[config.mk]
export PLATFORM = sky130hd
export DESIGN_NAME = mem_access_ctrl
export DESIGN_NICKNAME = d
export VERILOG_FILES = /design/src/rtl/mem_pkg.sv /design/src/rtl/mem_lane_align.sv /design/src/rtl/mem_access_ctrl.sv
export SDC_FILE = /design/constraint.sdc
export NUM_CORES = 1
export LEC_CHECK = 0
export ABC_AREA = 1
export ABC_CLOCK_PERIOD_IN_PS = 2900
export CAP_MARGIN = 20
export CORE_MARGIN = 5
export CORE_UTILIZATION = 35
export DETAILED_ROUTE_END_ITERATION = 8
export GPL_TIMING_DRIVEN = 0
export PLACE_DENSITY = 0.73
export SETUP_SLACK_MARGIN = 0.15
export SYNTH_ARGS = -nofsm -noshare
export SYNTH_HDL_FRONTEND = slang
export SYNTH_SLANG_ARGS = --single-unit
export TNS_END_PERCENT = 10
[constraint.sdc]
create_clock -name clk -period 2.9 [get_ports clk]
set_input_delay 0.435 -clock clk [delete_from_list [all_inputs] [get_ports clk]]
set_output_delay 0.435 -clock clk [all_outputs]
set_load 0.03 [all_outputs]
[src/rtl/mem_pkg.sv]
// Shared encodings for the kanade32 load/store unit: access sizes, FSM states
// and the RAM word-address width.
package mem_pkg;

  localparam int RAM_AW = 30;

  localparam logic [1:0] SIZE_B = 2'd0;
  localparam logic [1:0] SIZE_H = 2'd1;
  localparam logic [1:0] SIZE_W = 2'd2;

  typedef enum logic [2:0] {
    ST_IDLE,
    ST_READ,
    ST_MERGE,
    ST_WRITE,
    ST_DONE
  } state_e;

  // Size 3 is reserved; halfwords need addr[0]=0, words need addr[1:0]=0.
  function automatic logic access_bad(input logic [1:0] size, input logic [1:0] offset);
    logic bad;
    bad = 1'b0;
    case (size)
      SIZE_B:  bad = 1'b0;
      SIZE_H:  bad = offset[0];
      SIZE_W:  bad = (offset != 2'd0);
      default: bad = 1'b1;
    endcase
    return bad;
  endfunction

endpackage

[src/rtl/mem_lane_align.sv]
// Big-endian lane steering: load extract with sign/zero extension and the
// sub-word merge used by read-modify-write stores. Purely combinational.
module mem_lane_align
  import mem_pkg::*;
(
  input  logic [1:0]  size,
  input  logic [1:0]  offset,
  input  logic        sign,
  input  logic [31:0] ram_q,
  input  logic [31:0] wdata,
  output logic [31:0] load_data,
  output logic [31:0] store_data
);

  logic [7:0]  byte_lane;
  logic [15:0] half_lane;

  always_comb begin
    byte_lane = 8'h00;
    case (offset)
      2'd0:    byte_lane = ram_q[31:24];
      2'd1:    byte_lane = ram_q[23:16];
      2'd2:    byte_lane = ram_q[15:8];
      default: byte_lane = ram_q[7:0];
    endcase
    half_lane = offset[1] ? ram_q[15:0] : ram_q[31:16];
  end

  always_comb begin
    load_data = ram_q;
    case (size)
      SIZE_B:  load_data = {{24{sign & byte_lane[7]}}, byte_lane};
      SIZE_H:  load_data = {{16{sign & half_lane[15]}}, half_lane};
      default: load_data = ram_q;
    endcase
  end

  always_comb begin
    store_data = ram_q;
    case (size)
      SIZE_B: begin
        case (offset)
          2'd0:    store_data[31:24] = wdata[7:0];
          2'd1:    store_data[23:16] = wdata[7:0];
          2'd2:    store_data[15:8]  = wdata[7:0];
          default: store_data[7:0]   = wdata[7:0];
        endcase
      end
      SIZE_H: begin
        if (offset[1]) store_data[15:0]  = wdata[15:0];
        else           store_data[31:16] = wdata[15:0];
      end
      default: store_data = wdata;
    endcase
  end

endmodule

[src/rtl/mem_access_ctrl.sv]
// Byte/half/word CPU requests onto a word-only synchronous RAM.
// Handshake: cpu_req is held with stable fields until the one-cycle cpu_ready pulse.
module mem_access_ctrl
  import mem_pkg::*;
(
  input  logic              clk,
  input  logic              rst_n,
  input  logic              cpu_req,
  input  logic              cpu_we,
  input  logic [1:0]        cpu_size,
  input  logic              cpu_sign,
  input  logic [31:0]       cpu_addr,
  input  logic [31:0]       cpu_wdata,
  output logic              cpu_ready,
  output logic              cpu_err,
  output logic [31:0]       cpu_rdata,
  output logic              ram_wren,
  output logic [RAM_AW-1:0] ram_address,
  output logic [31:0]       ram_data,
  input  logic [31:0]       ram_q
);

  state_e      state_q, state_d;
  logic        we_q, we_d;
  logic [1:0]  size_q, size_d;
  logic        sign_q, sign_d;
  logic [31:0] addr_q, addr_d;
  logic [31:0] wdata_q, wdata_d;
  logic        err_q, err_d;
  logic [31:0] rdata_q, rdata_d;
  logic [31:0] load_data, store_data;

  mem_lane_align u_align (
    .size       (size_q),
    .offset     (addr_q[1:0]),
    .sign       (sign_q),
    .ram_q      (ram_q),
    .wdata      (wdata_q),
    .load_data  (load_data),
    .store_data (store_data)
  );

  always_ff @(posedge clk or negedge rst_n) begin
    if (!rst_n) begin
      state_q <= ST_IDLE;
      we_q    <= 1'b0;
      size_q  <= 2'd0;
      sign_q  <= 1'b0;
      addr_q  <= 32'd0;
      wdata_q <= 32'd0;
      err_q   <= 1'b0;
      rdata_q <= 32'd0;
    end else begin
      state_q <= state_d;
      we_q    <= we_d;
      size_q  <= size_d;
      sign_q  <= sign_d;
      addr_q  <= addr_d;
      wdata_q <= wdata_d;
      err_q   <= err_d;
      rdata_q <= rdata_d;
    end
  end

  always_comb begin
    state_d = state_q;
    we_d    = we_q;
    size_d  = size_q;
    sign_d  = sign_q;
    addr_d  = addr_q;
    wdata_d = wdata_q;
    err_d   = err_q;
    rdata_d = rdata_q;
    case (state_q)
      ST_IDLE: begin
        if (cpu_req) begin
          we_d    = cpu_we;
          size_d  = cpu_size;
          sign_d  = cpu_sign;
          addr_d  = cpu_addr;
          wdata_d = cpu_wdata;
          err_d   = access_bad(cpu_size, cpu_addr[1:0]);
          if (err_d)                          state_d = ST_DONE;
          else if (cpu_we && cpu_size == SIZE_W) state_d = ST_WRITE;
          else                                state_d = ST_READ;
        end
      end
      ST_READ:  state_d = ST_MERGE;
      ST_MERGE: begin
        if (!we_q) rdata_d = load_data;
        state_d = ST_DONE;
      end
      ST_WRITE: state_d = ST_DONE;
      ST_DONE:  state_d = ST_IDLE;
      default:  state_d = ST_IDLE;
    endcase
  end

  // RAM-side outputs depend only on registered state so reset kills a write at once.
  always_comb begin
    ram_wren  = 1'b0;
    ram_data  = 32'd0;
    cpu_ready = 1'b0;
    cpu_err   = 1'b0;
    case (state_q)
      ST_MERGE: begin
        ram_wren = we_q;
        ram_data = we_q ? store_data : 32'd0;
      end
      ST_WRITE: begin
        ram_wren = 1'b1;
        ram_data = wdata_q;
      end
      ST_DONE: begin
        cpu_ready = 1'b1;
        cpu_err   = err_q;
      end
      default: ;
    endcase
  end

  assign ram_address = addr_q[31:2];
  assign cpu_rdata   = rdata_q;

endmodule

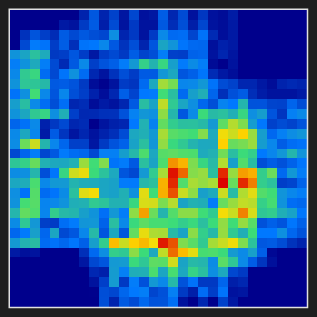
*Signal metal coverage by tile, run 1*
Drawn at 2 px/um. The die is cut into 30 by 30 equal tiles; dark blue is low, red is high, scaled to the fullest tile. Values are wire area over tile area, all layers added.
- emptiest ninth of the die: north-east
- mean over tiles: 0.19
- tiles over half the peak: 16%
- fullest tile: 0.72
- nearly empty tiles: 16%
vias: 7190
Total Wirelength: 24800 um
GRT Util Overall: 22.3%
wire per inst: 17.4 um

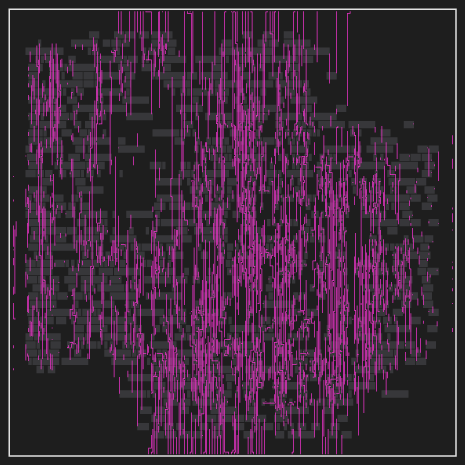
*The metal 2 layer, run 1*
Drawn at 3 px/um. Cells faint in the background.
- share of all routed wire: 43%
- main direction: vertical
- nets with wire on the layer: 996
- longest straight run: 50.0 um
- wire length on this layer: 10800 um
met2 Resource Use GR: 34.6%

==> flow_metrics.tcl, run 1 <==
# yosys + openroad results
set metrics [dict create \
    critPathMaxStageDelay_ns 0.41 \
    routed.top_layer "met5" \
    powerClk_mw 1.32 \
    hold_viol 0 \
    seq-power_mw 2.72 \
    slowest_stage "dfrtp_1" \
    rows 50 \
    synth_flops 104 \
    largest_area_cell "dfrtp_1" \
    cts_made_buffers 9 \
    chip_area_sq_um 22000 \
    cp-start-kind "flip-flop" \
    firstDrtPassIters 5 \
    setup_tns_ns 0 \
    cellPowerDensity_nw_per_um2 1040 \
    fillers 1886 \
    cts-resized-gates 62 \
    die.size.y_um 148 \
    async_flop_share_pct 100 \
    synth_stat.cells 974 \
    synth_area_per_cell_sq_um 6.88 \
    coreArea_sq_um 18800 \
    clock_sinks 104 \
    dpl.cell_count 1408 \
    grt_max_degree 64 \
    floorplan.initialDensity_pct 35.7 \
    grt_pass1_wl_um 38700 \
    ant_nets 0 \
    p_total_mw 9.68 \
    comb_power_share_pct 58.2 \
    netlist_area_sq_um 6700 \
    clockBufferDepth 2 \
    irDropWorstVdd_v 0.000568 \
    yosysMostFrequentCell "nand2_1" \
    slew_violations 0 \
    yosys_warnings 0 \
    setup_ws_ns 0.163 \
    p_seq_share_pct 28.1 \
    crit_type "flip-flop to primary output" \
    grt_pass1_vias 7058 \
    area_growth_pct 39.1 \
    critPathTopFamily "buffers and inverters" \
    htreeDepth 3 \
    drive_above_1_share_pct 12.0 \
    flop_cell "dfrtp_1" \
    p_sw_mw 4.60 \
    viasPerCell 5.05 \
    yosysUniqueCellTypes 24 \
    status "finished clean" \
    gp_congestion 0.971 \
    ys_area_sq_um 6700 \
    power.internal_mw 5.08 \
    io_pins 200 \
    cp_cell_sequence "inv_2 -> nand2_2 -> inv_2 -> nand2_1 -> nor2_4 -> buf_4 -> nand3_1 -> a21oi_1 -> clkdlybuf4s15_2" \
    met3_usage_pct 7.04 \
    setup-violations-final 0 \
    clock-root-buffer "clkbuf_16" \
    cts_hold_buf 0 \
    maxPowerGroup "combinational logic" \
    power.leakage_nw 4.40 \
    grt_overflow 0 \
    grt_antenna_before_repair 2 \
    comb-power_mw 5.63 \
    synthCells 974 \
    final.min_clock_period_ns 2.74 \
    end_kind "primary output" \
    rsz0062_at_grt "true" \
    drc 0 \
    ys_seq_share_pct 38.8 \
    wl_met3_um 2660 \
    fin_nets 1288 \
    post-cts-setup-buffer-count 0 \
    netSwitchingFraction_pct 47.5 \
    insertion_delay_ns 0.36 \
    clk_pin_slew_ns 0.08 \
    dp_hpwl_um 19300 \
    stdcell_area_sq_um 9320 \
    place_ws_ns 0.134 \
]
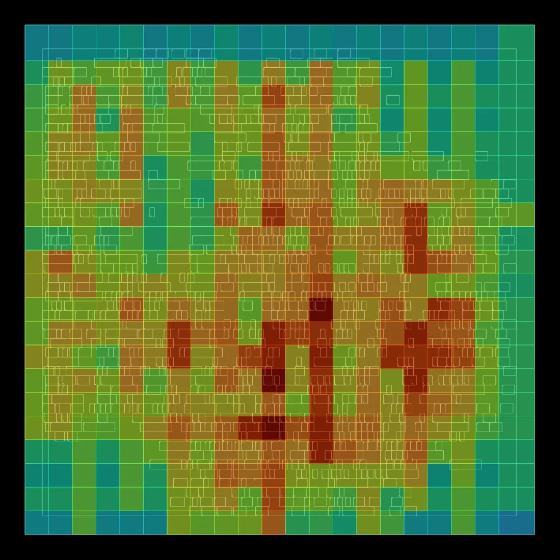
*Routing congestion, run 1*
Most Used Layer, Global Route: met2
met1 Track Usage GR: 29.6%

[run 1: cell type report]
type / instances / area (sq um) / share of cell area (%)
Clock inverter: 5 / 63.8 / 0.685
Multi-Input combinational cell: 700 / 3210 / 34.4
Inverter: 83 / 312 / 3.34
Tap cell: 234 / 293 / 3.14
Buffer: 87 / 592 / 6.35
Clock buffer: 11 / 253 / 2.71
Sequential cell: 104 / 2600 / 27.9
Timing Repair Buffer: 200 / 2000 / 21.4
[run 1: sequential cells by signal, indices dropped and copies added, names as in the netlist]
| name | flops |
|---|---|
| we_q | 1 |
| size_q | 2 |
| cpu_rdata | 32 |
| wdata_q | 32 |
| addr_q | 32 |
| err_q | 1 |
| state_q | 3 |
| sign_q | 1 |
[run 1: kinds of logic (layout without fill, tap and decap cells)]
| family | count (synthesis) | count (layout) | synth area share (%) |
|---|---|---|---|
| AND/OR/NAND/NOR | 525 | 525 | 32.9 |
| AND-OR/OR-AND | 175 | 175 | 14.8 |
| buffers and inverters | 170 | 386 | 13.4 |
| flip-flops | 104 | 104 | 38.8 |
[run 1: path summary, 6_finish.rpt]
kind,from,end,slack [ns],depth (start not counted)
worst max-delay path,state_q[2],ram_data[0],0.16,9
max in group asynchronous,rst_n,cpu_rdata[8],1.99,2
worst max register to register,state_q[0],addr_q[6],1.26,9
worst min register to register,addr_q[10],addr_q[10],0.48,2
min in group clk,addr_q[10],addr_q[10],0.48,2
worst min-delay path,rst_n,wdata_q[21],0.19,1
[run 1: layout by cell type (no fill, tap or decap), drive strengths merged]
master         instances
nor2                  48
inv                   84
clkbuf                26
or2                   17
nand2                379
o21a                   1
bufinv                 1
a21oi                 52
dfrtp                104
clkdlybuf4s50        166
o211ai                45
o21ai                 77
nand3                 80
clkinvlp               3
clkdlybuf4s15         14
buf                   76
nor3                   1
dlygate4sd2           16
### Met3 routing, run 1

Drawn at 3 px/um. Cells faint in the background.
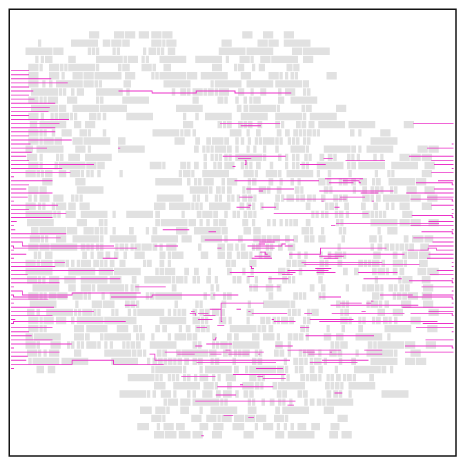

## Run 2: what changed since run 1
--- a/config.mk
+++ b/config.mk
@@ -12,9 +12,12 @@
 export CORE_UTILIZATION = 35
 export DETAILED_ROUTE_END_ITERATION = 8
 export GPL_TIMING_DRIVEN = 0
-export PLACE_DENSITY = 0.73
+export HOLD_SLACK_MARGIN = 0.15
+export PLACE_DENSITY = 0.74
 export SETUP_SLACK_MARGIN = 0.15
+export SKIP_LAST_GASP = 1
 export SYNTH_ARGS = -nofsm -noshare
 export SYNTH_HDL_FRONTEND = slang
+export SYNTH_HIERARCHICAL = 1
 export SYNTH_SLANG_ARGS = --single-unit
 export TNS_END_PERCENT = 10
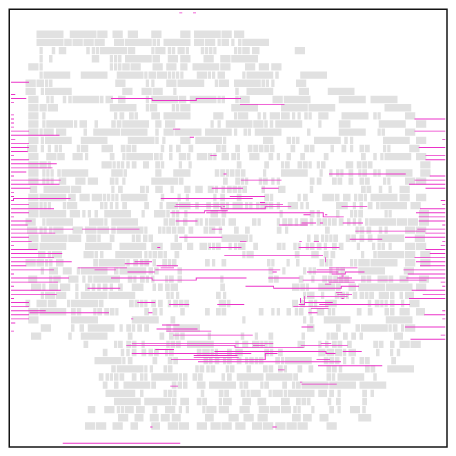
*Met3 routing, run 2*
Drawn at 3 px/um. Cells faint in the background.
- longest straight run: 47.4 um
- main direction: horizontal
vias: 6930
Total Wirelength: 24700 um
Global Route met3 Usage: 6.04%

==> run 2 against run 1 <==
The run now ends with setup timing left; cell count down 3.7%; flip-flop count unchanged; area after synthesis down 4.2%; largest power group unchanged; synthesized cell count down 5.2%.
==> flow_metrics.tcl, run 2 <==
# yosys + openroad results
set metrics [dict create \
    drt_first_iter_violations 527 \
    utilization_pct 50.1 \
    clk_pin_slew_ns 0.08 \
    routed.top_layer "met4" \
    ys_sh_simple_pct 31.6 \
    wl_per_cell_um 18.0 \
    lay_top_count "nand2_1" \
    netlist_area_sq_um 6420 \
    top_cell_area_share_pct 40.5 \
    power.leakage_nw 4.49 \
    chip_area_sq_um 21200 \
    max_freq_mhz 342 \
    top_cells_by_area "dfrtp_1 (41%), nand2_1 (18%), nand3_1 (10%)" \
    synth_area_per_cell_sq_um 6.96 \
    floorplan.initialDensity_pct 35.6 \
    met1_length_um 10700 \
    drc 0 \
    coreArea_sq_um 18000 \
    cts_tree "built" \
    common_cells "nand2_1 (309), nand3_1 (128), dfrtp_1 (104), o21ai_0 (101), inv_1 (69)" \
    drive_above_1_share_pct 10.6 \
    viasPerCell 5.05 \
    maxCapViolations 0 \
    holdCritPathClass "flip-flop to flip-flop" \
    ys_top_logic_family "simple AND/OR/NAND/NOR gates" \
    fin_nets 1240 \
    portBuffers 199 \
    ys_area_sq_um 6420 \
    worstPathMaxFanout 10 \
    gp_congestion 1.03 \
    grt_pass1_vias 6715 \
    grt_antenna_before_repair 0 \
    worstPathArrival_ns 2.49 \
    yosysMostFrequentCell "nand2_1" \
    xor_share_pct 0 \
    cp-start-kind "flip-flop" \
    insertion_delay_ns 0.37 \
    cp_cell_sequence "buf_6 -> inv_2 -> nand2_4 -> inv_4 -> buf_2 -> o211ai_1 -> nand3_1 -> nand3_1 -> o21ai_0 -> dlygate4sd2_1" \
    io_pins 200 \
    hold_viol 0 \
    synth_flops 104 \
    crit_type "flip-flop to primary output" \
    chipWidth_um 145 \
    period_used_pct 101 \
    async_flop_share_pct 100 \
    grt_use_total_pct 22.7 \
    layout_top_cells "nand2_1 (308), clkdlybuf4s50_1 (166), nand3_1 (128)" \
    violations "setup timing" \
    largest_area_cell "dfrtp_1" \
    grt_max_degree 70 \
    setup-violations-final 1 \
    ant_nets 0 \
    rows 49 \
    cp.required_ns 2.47 \
    clock_sinks 104 \
    holdPathStages 2 \
    slowest_stage "dlygate4sd2_1" \
    synthCells 923 \
    ys_seq_share_pct 40.5 \
    aoi_share_pct 14.6 \
    p_total_mw 10.0 \
    critPathMaxStageDelay_ns 0.43 \
    wl_met3_um 2090 \
    setup_ws_ns -0.0221 \
    htreeDepth 3 \
    firstDrtPassIters 7 \
    dpl.cell_count 1352 \
    edf_count 0 \
    grt_pass1_wl_um 38000 \
    dp_hpwl_um 19500 \
    end_kind "primary output" \
    syn_nets 1026 \
    setup_tns_ns -0.0221 \
    skew_ns 0.0113 \
    max_slew.worst_pin.slew_ns 0.765 \
    cellPowerDensity_nw_per_um2 1110 \
    cts_made_buffers 9 \
    wl_met2_um 11300 \
    layout.cells.non_filler 1371 \
    worst-path-buf-inv 5 \
    warning_count 28 \
    yosys_warnings 6 \
    flop_cell "dfrtp_1" \
    crit_cells 10 \
    die.size.y_um 145 \
    clock-root-buffer "clkbuf_16" \
    area_growth_pct 40.7 \
    n_antenna_cell 0 \
    worstRegToRegCells 9 \
    status "complete, but fails checks" \
    slew_headroom_pct 49.0 \
    synth.area.mux_share_pct 0 \
    irDropWorstVdd_v 0.000571 \
    critPathTopFamily "buffers and inverters" \
    clockBufferDepth 2 \
    final.min_clock_period_ns 2.92 \
    grt_overflow 0 \
    synthAdderAreaFrac_pct 0 \
    yosysUniqueCellTypes 23 \
    crit_top_cell "nand3_1" \
    synth_stat.cells 923 \
    rsz0062_at_grt "true" \
    slew_violations 0 \
]
==> run 2: final timing paths <==
path                              startpoint       endpoint  slack [ns]
min in group asynchronous              rst_n    wdata_q[25]        0.57
worst min-delay path            cpu_rdata[2]   cpu_rdata[2]        0.47
worst max-delay path               size_q[1]   ram_data[29]       -0.02
worst min register to register  cpu_rdata[2]   cpu_rdata[2]        0.47
max in group asynchronous              rst_n  cpu_rdata[23]        1.62
worst max register to register     addr_q[0]  cpu_rdata[15]        1.18
==> run 2: cell families after synthesis <==
| group | after synthesis |
|---|---|
| and+or+nand+nor | 480 |
| AOI/OAI and AO/OA | 175 |
| buffers and inverters | 164 |
| DFF | 104 |
==> run 2: area by class of cell <==
cell class              count  area (sq um)
clock inverters             6          67.6
clock buffers              10           239
repair buffers            203          2000
fillers                  1838          8990
plain buffers              88           566
inverters                  76           294
well taps                 229           287
flip-flops and latches    104          2600
multi-input cells         655          2980
==> run 2: timing repair <==
action / CTS / global route
endpoints found under the hold margin: 35 / 0
setup buffers: 1 / 1
pin swaps: 1 / 0
setup endpoints to repair: 33 / 33
hold buffers: 1 / 0
resized: 39 / 11
==> run 2: layer usage <==
metal	up-vias	GRT usage, %
li1	3391	-
met1	3205	30.5
met2	297	36.2
met3	37	6.04
met4	0	6.30
met5	-	0
==> run 2: power breakdown <==
group	switching [mW]	internal (mW)	total [mW]
sequential	0.539	2.14	2.68
clock	0.629	0.639	1.27
combinational	3.80	2.28	6.08
total	4.96	5.06	10.0
==> run 2: metrics by stage <==
stage | instance area, sq um | hold slack [ns] | setup slack (ns)
finish | 9030 | 0.471 | -0.0221
global route | 9030 | 0.493 | -0.159
CTS | 9020 | 0.477 | -0.128
detailed placement | 8720 | 0.427 | 0.0356
global placement | 8700 | 0.455 | -2.59
floorplan | 6420 | 0.139 | 0.884
### The metal 2 layer, run 2

Drawn at 3 px/um. Cells faint in the background.
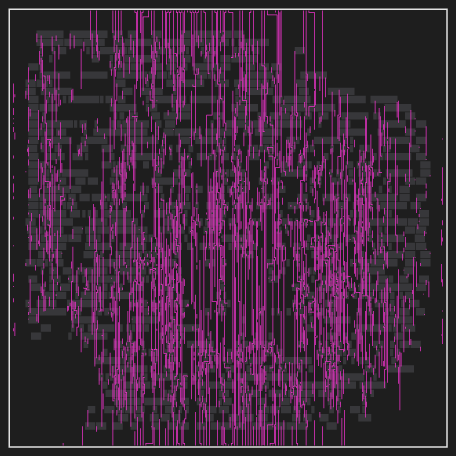

## Run 3: what changed since run 2
--- a/config.mk
+++ b/config.mk
@@ -13,11 +13,10 @@
 export DETAILED_ROUTE_END_ITERATION = 8
 export GPL_TIMING_DRIVEN = 0
 export HOLD_SLACK_MARGIN = 0.15
-export PLACE_DENSITY = 0.74
+export PLACE_DENSITY = 0.73
 export SETUP_SLACK_MARGIN = 0.15
 export SKIP_LAST_GASP = 1
 export SYNTH_ARGS = -nofsm -noshare
 export SYNTH_HDL_FRONTEND = slang
-export SYNTH_HIERARCHICAL = 1
 export SYNTH_SLANG_ARGS = --single-unit
 export TNS_END_PERCENT = 10
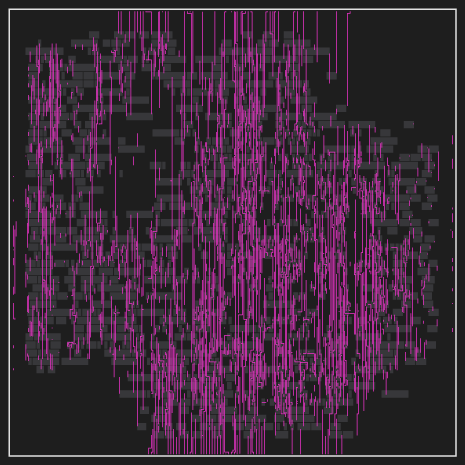
*The metal 2 layer, run 3*
Drawn at 3 px/um. Cells faint in the background.
- wire length on this layer: 10800 um
- longest straight run: 54.1 um
vias: 7149
met2 Resource Use GR: 34.7%

==> run 3 against run 2 <==
The run still ends with setup timing left; via count grew 3.2%; first-iteration DRC count grew 14%; maximum frequency shrank 2.0%; utilization down 0.45 points; clock power increased by 4%; largest power group unchanged.
==> flow_metrics.tcl, run 3 <==
# yosys + openroad results
set metrics [dict create \
    met1_length_um 10600 \
    setup_tns_ns -0.324 \
    rsz0062_at_grt "true" \
    ys_seq_share_pct 38.8 \
    grt_antenna_before_repair 2 \
    flop_cell "dfrtp_1" \
    xor_share_pct 0 \
    area_growth_pct 39.1 \
    violations "setup timing" \
    aoi_share_pct 14.8 \
    top_cell_area_share_pct 38.8 \
    critPathMaxStageDelay_ns 0.69 \
    grt_overflow 0 \
    p_total_mw 9.67 \
    yosysUniqueCellTypes 24 \
    synthCells 974 \
    cts_made_buffers 9 \
    drt_first_iter_violations 599 \
    slew_headroom_pct 43.5 \
    wl_met3_um 2700 \
    yosysMostFrequentCell "nand2_1" \
    combGateArea_sq_um 3200 \
    n_antenna_cell 0 \
    ys_sh_simple_pct 32.9 \
    wl_per_cell_um 17.4 \
    chip_area_sq_um 22000 \
    worstPathArrival_ns 2.55 \
    grt_pass1_vias 7054 \
    cellPowerDensity_nw_per_um2 1040 \
    portBuffers 199 \
    grt_max_degree 64 \
    irDropWorstVdd_v 0.000567 \
    crit_top_cell "inv_2" \
    power.leakage_nw 4.54 \
    max_slew.worst_pin.slew_ns 0.847 \
    grtUsageMet1_pct 29.7 \
    rows 50 \
    warning_count 28 \
    fillers 1881 \
    period_used_pct 103 \
    clock-root-buffer "clkbuf_16" \
    setup-violations-final 7 \
    postPlaceCellArea_sq_um 9000 \
    crit_type "flip-flop to primary output" \
    cp-start-kind "flip-flop" \
    routed.top_layer "met5" \
    edf_count 0 \
    fin_nets 1288 \
    setup_ws_ns -0.0819 \
    slew_violations 0 \
    seq_area_sq_um 2600 \
    maxCapViolations 0 \
    post-cts-setup-buffer-count 0 \
    largest_area_cell "dfrtp_1" \
    status "complete, but fails checks" \
    synth.area.mux_share_pct 0 \
    final.min_clock_period_ns 2.98 \
    common_cells "nand2_1 (374), dfrtp_1 (104), o21ai_0 (77), nand3_1 (76), inv_1 (74)" \
    layout.cells.non_filler 1424 \
    top_cells_by_area "dfrtp_1 (39%), nand2_1 (21%), o21ai_0 (5.7%)" \
]
-- run 3: metrics by stage --
step,hold slack [ns],utilization [%]
2_1_floorplan,0.139,-
3_3_place_gp,0.462,47.9
3_5_place_dp,0.466,48.0
4_1_cts,0.212,49.6
5_1_grt,0.253,49.7
6_report,0.190,49.7
-- run 3: cells by family (layout without fill, tap and decap cells) --
logic type             Yosys count  in the layout
AOI/OAI and AO/OA              175            175
buffers and inverters          170            386
DFF                            104            104
and+or+nand+nor                525            525
-- run 3: final cells by class --
| class | count | area share [%] |
|---|---|---|
| multi-input cells | 700 | 34.3 |
| flip-flops and latches | 104 | 27.9 |
| repair buffers | 200 | 21.5 |
| plain buffers | 87 | 6.35 |
| inverters | 83 | 3.34 |
| well taps | 234 | 3.14 |
| clock buffers | 11 | 2.71 |
| clock inverters | 5 | 0.685 |
-- run 3: report_power, final --
| group | internal [mW] | switching [mW] |
|---|---|---|
| Sequential | 2.15 | 0.565 |
| Combinational | 2.20 | 3.43 |
| Clock | 0.724 | 0.598 |
| Total | 5.08 | 4.59 |
-- run 3: how the worst max path moves through the flow --
| stage | to | slack (ns) | start |
|---|---|---|---|
| after floorplan | ram_data[0] | 0.91 | addr_q[1] |
| after global placement | cpu_rdata[5] | -2.76 | rst_n |
| after detailed placement | ram_data[27] | 0.13 | ram_q[27] |
| after CTS | ram_data[15] | -0.11 | state_q[2] |
| after global routing | ram_data[11] | -0.23 | state_q[2] |
| final | ram_data[11] | -0.08 | state_q[2] |
-- run 3: critical path: cells and delay by family, from the launching register on --
| family | cells | cell delay [ns] |
|---|---|---|
| AOI/OAI and AO/OA | 1 | 0.15 |
| buffers and inverters | 4 | 1.16 |
| DFF | 1 | 0.40 |
| and+or+nand+nor | 4 | 0.47 |

==> layout pictures side by side <==
Pin placement.
Drawn at 3 px/um. Pins as bars across the die edge, other pins in grey.
picture 1
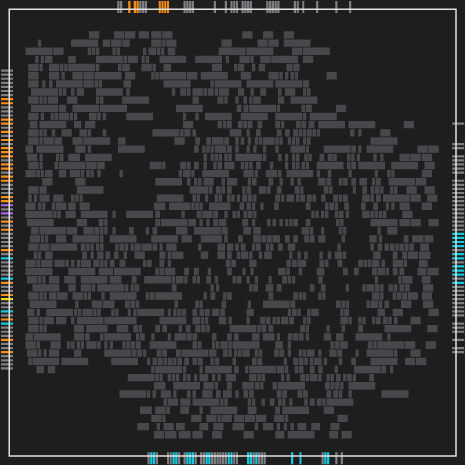
picture 2
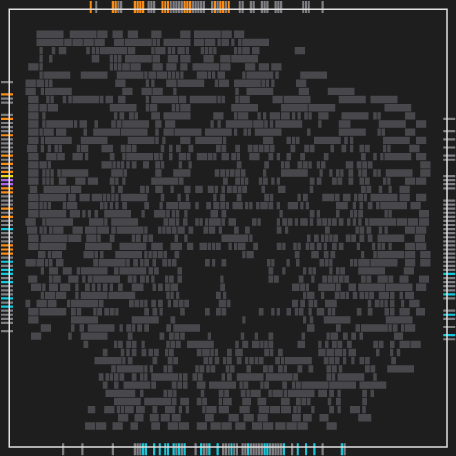
run 2 -> picture 2
run 1 -> picture 1

Key to picture 2:
- `cpu_we`: yellow (pins 1; direction input; edge west)
- `ram_data`: cyan (pins 32; direction output; edge 21 south, 7 west, 4 east)
- `ram_address`: orange (pins 30; direction output; edge 17 north, 13 west)
- `cpu_size`: purple (pins 2; direction input; edge west)

Power is estimated from default activity; no workload was simulated.
